==> src/rtl/time_pkg.sv <==
// Shared constants and digit-limit helper for the time-setting datapath.
package time_pkg;

    localparam int unsigned DIGIT_W       = 4;
    localparam int unsigned MAX_EVEN      = 9;
    localparam int unsigned MAX_ODD       = 5;
    localparam int unsigned MAX_H10       = 2;
    localparam int unsigned MAX_H01_AT_20 = 3;
    localparam int unsigned H10_IDX       = 5;
    localparam int unsigned H01_IDX       = 4;

    // Largest legal value of digit 'index'; h10 is the (already legal) hour-tens digit.
    function automatic logic [DIGIT_W-1:0] digit_max(input int unsigned        index,
                                                     input logic [DIGIT_W-1:0] h10,
                                                     input logic               hour_en);
        logic [DIGIT_W-1:0] m;
        if (hour_en && index == H10_IDX) begin
            m = DIGIT_W'(MAX_H10);
        end else if (hour_en && index == H01_IDX) begin
            m = (h10 >= DIGIT_W'(MAX_H10)) ? DIGIT_W'(MAX_H01_AT_20) : DIGIT_W'(MAX_EVEN);
        end else if (index[0]) begin
            m = DIGIT_W'(MAX_ODD);
        end else begin
            m = DIGIT_W'(MAX_EVEN);
        end
        return m;
    endfunction

endpackage

==> src/rtl/time_set_multi_btn_repeat.sv <==
// Rising-edge step with hold-to-repeat for one debounced button level.
// REPEAT_PERIOD must not exceed HOLD_DELAY (the counter reloads below HOLD_DELAY).
module btn_repeat #(
    parameter int unsigned HOLD_DELAY    = 50_000_000,
    parameter int unsigned REPEAT_PERIOD = 10_000_000
) (
    input  logic MCLK,
    input  logic RESET_N,
    input  logic lvl,
    input  logic clr,
    output logic step_c
);

    localparam int unsigned CNT_W  = $clog2(HOLD_DELAY + 1);
    localparam int unsigned RELOAD = HOLD_DELAY - REPEAT_PERIOD + 1;

    logic             lvl_q, lvl_d;
    logic [CNT_W-1:0] cnt_q, cnt_d;
    logic             rise_c;

    assign rise_c = lvl & ~lvl_q;

    // Counter holds cycles since the edge; zero means idle until the next edge.
    always_comb begin
        lvl_d  = lvl;
        cnt_d  = cnt_q;
        step_c = 1'b0;
        if (clr || !lvl) begin
            cnt_d = '0;
        end else if (rise_c) begin
            step_c = 1'b1;
            cnt_d  = CNT_W'(1);
        end else if (cnt_q != '0) begin
            if (cnt_q == CNT_W'(HOLD_DELAY)) begin
                step_c = 1'b1;
                cnt_d  = CNT_W'(RELOAD);
            end else begin
                cnt_d = cnt_q + CNT_W'(1);
            end
        end
    end

    // State registers.
    always_ff @(posedge MCLK) begin
        if (!RESET_N) begin
            lvl_q <= 1'b0;
            cnt_q <= '0;
        end else begin
            lvl_q <= lvl_d;
            cnt_q <= cnt_d;
        end
    end

endmodule

==> src/rtl/time_set_multi.sv <==
// Digit-field time setter: edits a working copy with a cursor, publishes on commit.
module time_set_multi
    import time_pkg::*;
#(
    parameter int unsigned NUM_DIGITS    = 6,
    parameter int unsigned HOUR_EN       = 1,
    parameter int unsigned HOLD_DELAY    = 50_000_000,
    parameter int unsigned REPEAT_PERIOD = 10_000_000,
    parameter int unsigned BLINK_HALF    = 25_000_000
) (
    input  logic                            MCLK,
    input  logic                            RESET_N,
    input  logic                            enable,
    input  logic                            inc,
    input  logic                            dec,
    input  logic                            left,
    input  logic                            right,
    input  logic                            commit,
    input  logic [DIGIT_W*NUM_DIGITS-1:0]   cur_digits,
    output logic [DIGIT_W*NUM_DIGITS-1:0]   work_digits,
    output logic [DIGIT_W*NUM_DIGITS-1:0]   upd_digits,
    output logic                            upd_valid,
    output logic [$clog2(NUM_DIGITS)-1:0]   location,
    output logic                            blink
);

    localparam int unsigned W          = DIGIT_W * NUM_DIGITS;
    localparam int unsigned LOC_W      = $clog2(NUM_DIGITS);
    localparam int unsigned BLINK_W    = $clog2(BLINK_HALF + 1);
    localparam logic        HOUR_FIELD = (HOUR_EN != 0) && (NUM_DIGITS == 6);
    localparam logic [LOC_W-1:0] LOC_TOP = LOC_W'(NUM_DIGITS - 1);

    logic               en_q, en_d, left_q, left_d, right_q, right_d, commit_q, commit_d;
    logic [W-1:0]       work_q, work_d, upd_q, upd_d;
    logic               upd_valid_q, upd_valid_d, blink_q, blink_d;
    logic [LOC_W-1:0]   loc_q, loc_d;
    logic [BLINK_W-1:0] blink_cnt_q, blink_cnt_d;

    logic               entry_c, rpt_clr_c, inc_step_c, dec_step_c;
    logic               left_rise_c, right_rise_c, commit_rise_c;
    int unsigned        loc_idx;
    logic [DIGIT_W-1:0] step_dig, step_max;

    assign entry_c       = enable & ~en_q;
    assign rpt_clr_c     = ~(enable & en_q) | (inc & dec);
    assign left_rise_c   = left & ~left_q;
    assign right_rise_c  = right & ~right_q;
    assign commit_rise_c = commit & ~commit_q;
    assign loc_idx       = 32'(loc_q);

    btn_repeat #(.HOLD_DELAY(HOLD_DELAY), .REPEAT_PERIOD(REPEAT_PERIOD)) u_inc_rpt (
        .MCLK(MCLK), .RESET_N(RESET_N), .lvl(inc), .clr(rpt_clr_c), .step_c(inc_step_c)
    );

    btn_repeat #(.HOLD_DELAY(HOLD_DELAY), .REPEAT_PERIOD(REPEAT_PERIOD)) u_dec_rpt (
        .MCLK(MCLK), .RESET_N(RESET_N), .lvl(dec), .clr(rpt_clr_c), .step_c(dec_step_c)
    );

    // Clamp each loaded digit to its limit, hour-tens first so hour-ones sees the legal value.
    function automatic logic [W-1:0] clamp_load(input logic [W-1:0] raw);
        logic [W-1:0]       res;
        logic [DIGIT_W-1:0] d, m, h10;
        res = raw;
        h10 = '0;
        for (int i = int'(NUM_DIGITS) - 1; i >= 0; i--) begin
            d = raw[i*DIGIT_W +: DIGIT_W];
            m = digit_max(unsigned'(i), h10, HOUR_FIELD);
            if (d > m) d = m;
            if (i == int'(NUM_DIGITS) - 1) h10 = d;
            res[i*DIGIT_W +: DIGIT_W] = d;
        end
        return res;
    endfunction

    // Next-state: entry load, cursor, step, commit capture and blink phase.
    always_comb begin
        work_d      = work_q;
        upd_d       = upd_q;
        upd_valid_d = 1'b0;
        loc_d       = loc_q;
        blink_d     = blink_q;
        blink_cnt_d = blink_cnt_q;
        en_d        = enable;
        left_d      = left;
        right_d     = right;
        commit_d    = commit;
        step_dig    = work_q[loc_idx*DIGIT_W +: DIGIT_W];
        step_max    = digit_max(loc_idx, work_q[W-1 -: DIGIT_W], HOUR_FIELD);

        if (!enable) begin
            loc_d       = LOC_TOP;
            blink_d     = 1'b0;
            blink_cnt_d = '0;
        end else if (entry_c) begin
            work_d      = clamp_load(cur_digits);
            loc_d       = LOC_TOP;
            blink_d     = 1'b1;
            blink_cnt_d = '0;
        end else begin
            if (blink_cnt_q == BLINK_W'(BLINK_HALF - 1)) begin
                blink_d     = ~blink_q;
                blink_cnt_d = '0;
            end else begin
                blink_cnt_d = blink_cnt_q + BLINK_W'(1);
            end

            if (commit_rise_c) begin
                upd_d       = work_q;
                upd_valid_d = 1'b1;
            end

            if (left_rise_c && !right_rise_c && loc_q != LOC_TOP) begin
                loc_d       = loc_q + LOC_W'(1);
                blink_d     = 1'b1;
                blink_cnt_d = '0;
            end else if (right_rise_c && !left_rise_c && loc_q != '0) begin
                loc_d       = loc_q - LOC_W'(1);
                blink_d     = 1'b1;
                blink_cnt_d = '0;
            end

            if (inc_step_c || dec_step_c) begin
                if (inc_step_c) begin
                    step_dig = (step_dig >= step_max) ? '0 : step_dig + DIGIT_W'(1);
                end else begin
                    step_dig = (step_dig == '0) ? step_max : step_dig - DIGIT_W'(1);
                end
                work_d[loc_idx*DIGIT_W +: DIGIT_W] = step_dig;
                if (HOUR_FIELD && work_d[W-1 -: DIGIT_W] == DIGIT_W'(MAX_H10) &&
                    work_d[W-1-DIGIT_W -: DIGIT_W] > DIGIT_W'(MAX_H01_AT_20)) begin
                    work_d[W-1-DIGIT_W -: DIGIT_W] = DIGIT_W'(MAX_H01_AT_20);
                end
                blink_d     = 1'b1;
                blink_cnt_d = '0;
            end
        end
    end

    // State registers.
    always_ff @(posedge MCLK) begin
        if (!RESET_N) begin
            en_q        <= 1'b0;
            left_q      <= 1'b0;
            right_q     <= 1'b0;
            commit_q    <= 1'b0;
            work_q      <= '0;
            upd_q       <= '0;
            upd_valid_q <= 1'b0;
            loc_q       <= LOC_TOP;
            blink_q     <= 1'b0;
            blink_cnt_q <= '0;
        end else begin
            en_q        <= en_d;
            left_q      <= left_d;
            right_q     <= right_d;
            commit_q    <= commit_d;
            work_q      <= work_d;
            upd_q       <= upd_d;
            upd_valid_q <= upd_valid_d;
            loc_q       <= loc_d;
            blink_q     <= blink_d;
            blink_cnt_q <= blink_cnt_d;
        end
    end

    assign work_digits = work_q;
    assign upd_digits  = upd_q;
    assign upd_valid   = upd_valid_q;
    assign location    = loc_q;
    assign blink       = blink_q;

endmodule

==> config.mk <==
export PLATFORM = sky130hd
export DESIGN_NAME = time_set_multi
export DESIGN_NICKNAME = d
export VERILOG_FILES = /design/src/rtl/time_pkg.sv /design/src/rtl/time_set_multi_btn_repeat.sv /design/src/rtl/time_set_multi.sv
export SDC_FILE = /design/constraint.sdc
export NUM_CORES = 1
export LEC_CHECK = 0
export CAP_MARGIN = 0
export CORE_MARGIN = 2
export CORE_UTILIZATION = 35
export CTS_BUF_LIST = sky130_fd_sc_hd__clkbuf_2 sky130_fd_sc_hd__clkbuf_4 sky130_fd_sc_hd__clkbuf_8
export CTS_CLUSTER_SIZE = 10
export DETAILED_ROUTE_END_ITERATION = 16
export SYNTH_ARGS = -nofsm -noshare
export SYNTH_HDL_FRONTEND = slang
export SYNTH_SLANG_ARGS = --single-unit
==> constraint.sdc <==
create_clock -name MCLK -period 6.85 [get_ports MCLK]
set_input_delay 1.37 -clock MCLK [delete_from_list [all_inputs] [get_ports MCLK]]
set_output_delay 1.37 -clock MCLK [all_outputs]
set_load 0.02 [all_outputs]
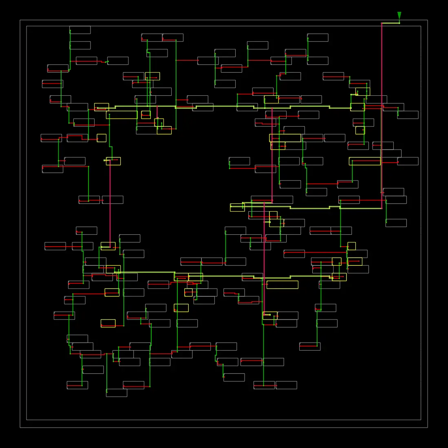
Figure 1: clock wiring as the flow saved it.
Num CTS Buffers: 17
clock skew: 0.01469 ns

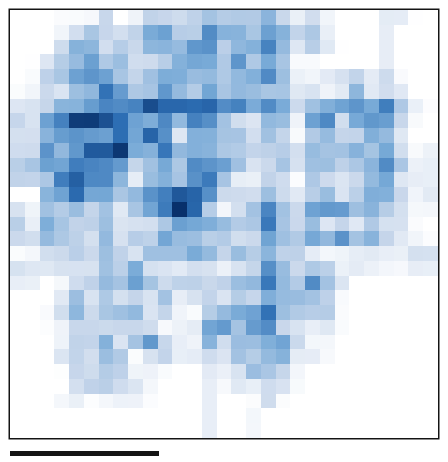
Figure 2: wiring heat map.
Scale bar: 50 um. 29 x 29 tiles, from white (low) to dark blue (high), scaled to the fullest tile. Values are wire area over tile area, all layers added.
- densest ninth of the die: north
- fullest tile: 0.55
- mean over tiles: 0.13
- tiles over half the peak: 14%
- nearly empty tiles: 25%

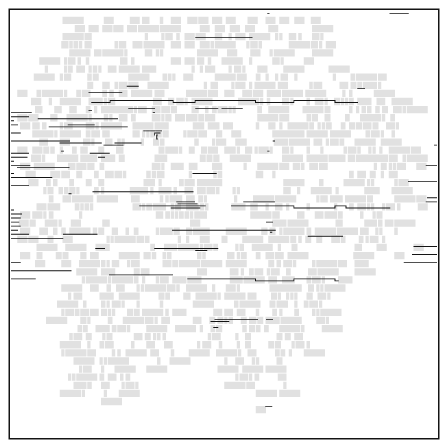
Figure 3: met3 routing.
Cells faint in the background.
- main direction: horizontal
- share of all routed wire: 4.6%

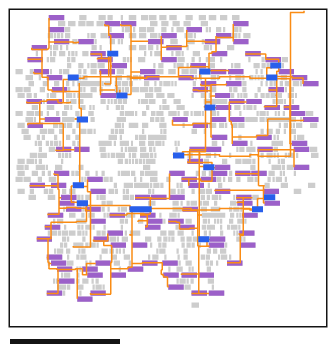
Figure 4: clock wires, drivers and flops.
Scale bar: 50 um.
- purple: flip-flops (count 136)
- orange: clock wires (length 1860 um)
- blue: cells driving clock nets (count 17)
- routed clock nets: 18

==> impl_metrics.py <==
# Flow results
metrics = {
    "die": {
        "die_x_um": 143.6,
        "ioPinCount": 85,
        "die-area_um2": 20620,
        "row_count": 51,
        "die_h_um": 143.6,
    },
    "final_layout": {
        "layout.cells.most_common": "nor2_1",
        "diodes": 0,
        "final_cell_area_um2": 8361,
        "mostFrequentLayoutCells": "nor2_1 (137), dfxtp_1 (136), nand2_1 (99)",
        "fill_cells": 1977,
        "layout.nets": 954,
    },
    "logic_synthesis": {
        "synth.area.mux_share_pct": 2.183,
        "syn_area_um2": 6819,
        "ys_sh_adder_pct": 3.413,
        "ys_top_cells_by_area": "dfxtp_1 (40%), nor2_1 (7.5%), xor2_1 (6.2%)",
        "synth.distinct_cells": 72,
        "synth-xor-area-share_pct": 9.248,
        "yosysChipArea_um2": 6819,
        "common_cells": "nor2_1 (137), dfxtp_1 (136), nand2_1 (99), xor2_1 (48), nand3_1 (37)",
        "aoi_share_pct": 14.09,
        "synth_top_area_share_pct": 39.93,
        "syn_area_per_cell_um2": 8.246,
        "synth.largest_area_cell": "dfxtp_1",
        "async_flop_share_pct": 0,
        "fp_nets": 877,
        "flop_cell": "dfxtp_1",
        "ys_sh_simple_pct": 28.02,
        "syn_inst": 827,
        "synth_seq_share_pct": 39.93,
        "top_cell": "nor2_1",
    },
    "timing": {
        "slew_violations": 0,
        "hold_viol": 0,
        "fin_crit_ns": 4.350,
        "rsz0062_at_grt": "no",
        "slew_headroom_pct": 26.77,
        "fin_setup_tns_ns": 0,
        "fmax_mhz": 229.9,
    },
    "global_routing": {
        "grt_overflow": 0,
        "grt_pass1_vias": 5588,
        "grt_usage_pct": 17.81,
    },
    "route": {
        "finalWirelength_um": 17630,
        "firstDrtPassIters": 5,
        "vias": 5879,
        "vias_per_cell": 4.974,
        "final_antenna_net_count": 0,
        "drt-wirelength-per-cell_um": 14.91,
        "drc": 0,
        "drtIter0Drc": 362,
    },
    "clock_network": {
        "cts.clk_slew.worst_paths_ns": 0.08,
        "root_buffer": "clkbuf_8",
        "cts_setup_buffers": 0,
        "holdBufCountCts": 0,
        "cts_max_level": 4,
        "clock.latency.late_pin_ns": 0.46,
    },
    "run": {
        "cap_violations": 0,
    },
    "worst_setup_path": {
        "worstPathArrival_ns": 4.70,
        "crit_type": "flop to flop",
        "crit_path_end_kind": "flop",
        "worstPathRequired_ns": 7.20,
        "worst-path-max-fanout": 19,
    },
    "power": {
        "report.power.total_mw": 1.764,
        "vdd_drop_max_uv": 100.7,
        "leakagePower_nw": 2.841,
        "powerDensity_nw_per_um2": 211.0,
    },
    "placed_design": {
        "place_congestion": 0.8825,
        "place_ws_ns": 2.473,
        "dp_hpwl_um": 12770,
        "dp_cells": 1150,
    },
    "status": {
        "status": "finished clean",
    },
    "min_path": {
        "hp-class": "flop to flop",
    },
}
-- final timing paths --
kind,from,to,slack [ns],depth (start not counted)
setup / recovery,location[0],work_digits[16],2.50,13
hold / removal,blink_cnt_q[0],blink_cnt_q[0],0.45,1
setup reg to reg,location[0],work_digits[16],2.50,13
hold reg to reg,blink_cnt_q[0],blink_cnt_q[0],0.45,1
-- power by group --
part	internal (mW)	switching, mW	leakage, nW
clock network	0.431	0.335	0.223
registers	0.804	0.0219	1.10
logic	0.0781	0.0943	1.52
-- state kept, by name, indices dropped and copies added, names as in the netlist --
signal	count
left_q	1
right_q	1
upd_digits	24
commit_q	1
u_dec_rpt.cnt_q	26
work_digits	24
u_dec_rpt.lvl_q	1
u_inc_rpt.cnt_q	26
blink_cnt_q	25
u_inc_rpt.lvl_q	1
upd_valid	1
en_q	1
location	3
blink	1
-- worst max-delay path, cell delays in order (launching register included) --
cell and delay (ns):
dfxtp_1 0.83, mux2_1 0.40, a222oi_1 0.57, inv_1 0.19, ha_1 0.32, o21ai_0 0.07
a21oi_1 0.06, or4b_1 0.63, o221ai_1 0.27, o21ai_2 0.16, a41oi_2 0.20, and4b_1 0.24
nor4_1 0.25, nor2_1 0.06
-- final cells by class --
cell class,count,area (um2),area share (%)
clock inverters,12,186.4,2.230
clock buffers,20,275.3,3.292
well taps,265,331.6,3.966
inverters,26,97.59,1.167
multi-input cells,636,3884,46.45
repair buffers,87,863.3,10.33
flip-flops and latches,136,2723,32.57
-- routing by layer --
layer / part of all wire (%) / vias up / wire length, um / GRT usage (%)
met5: 0 / - / 0 / 0
met1: 50 / 2711 / 8836 / 25.31
met3: 4.6 / 21 / 817 / 4.532
met4: 1.8 / 0 / 314 / 6.089
met2: 43 / 122 / 7658 / 26.14
li1: - / 3025 / - / -
Power figures rest on the tool's default switching activity, not on a simulated workload.
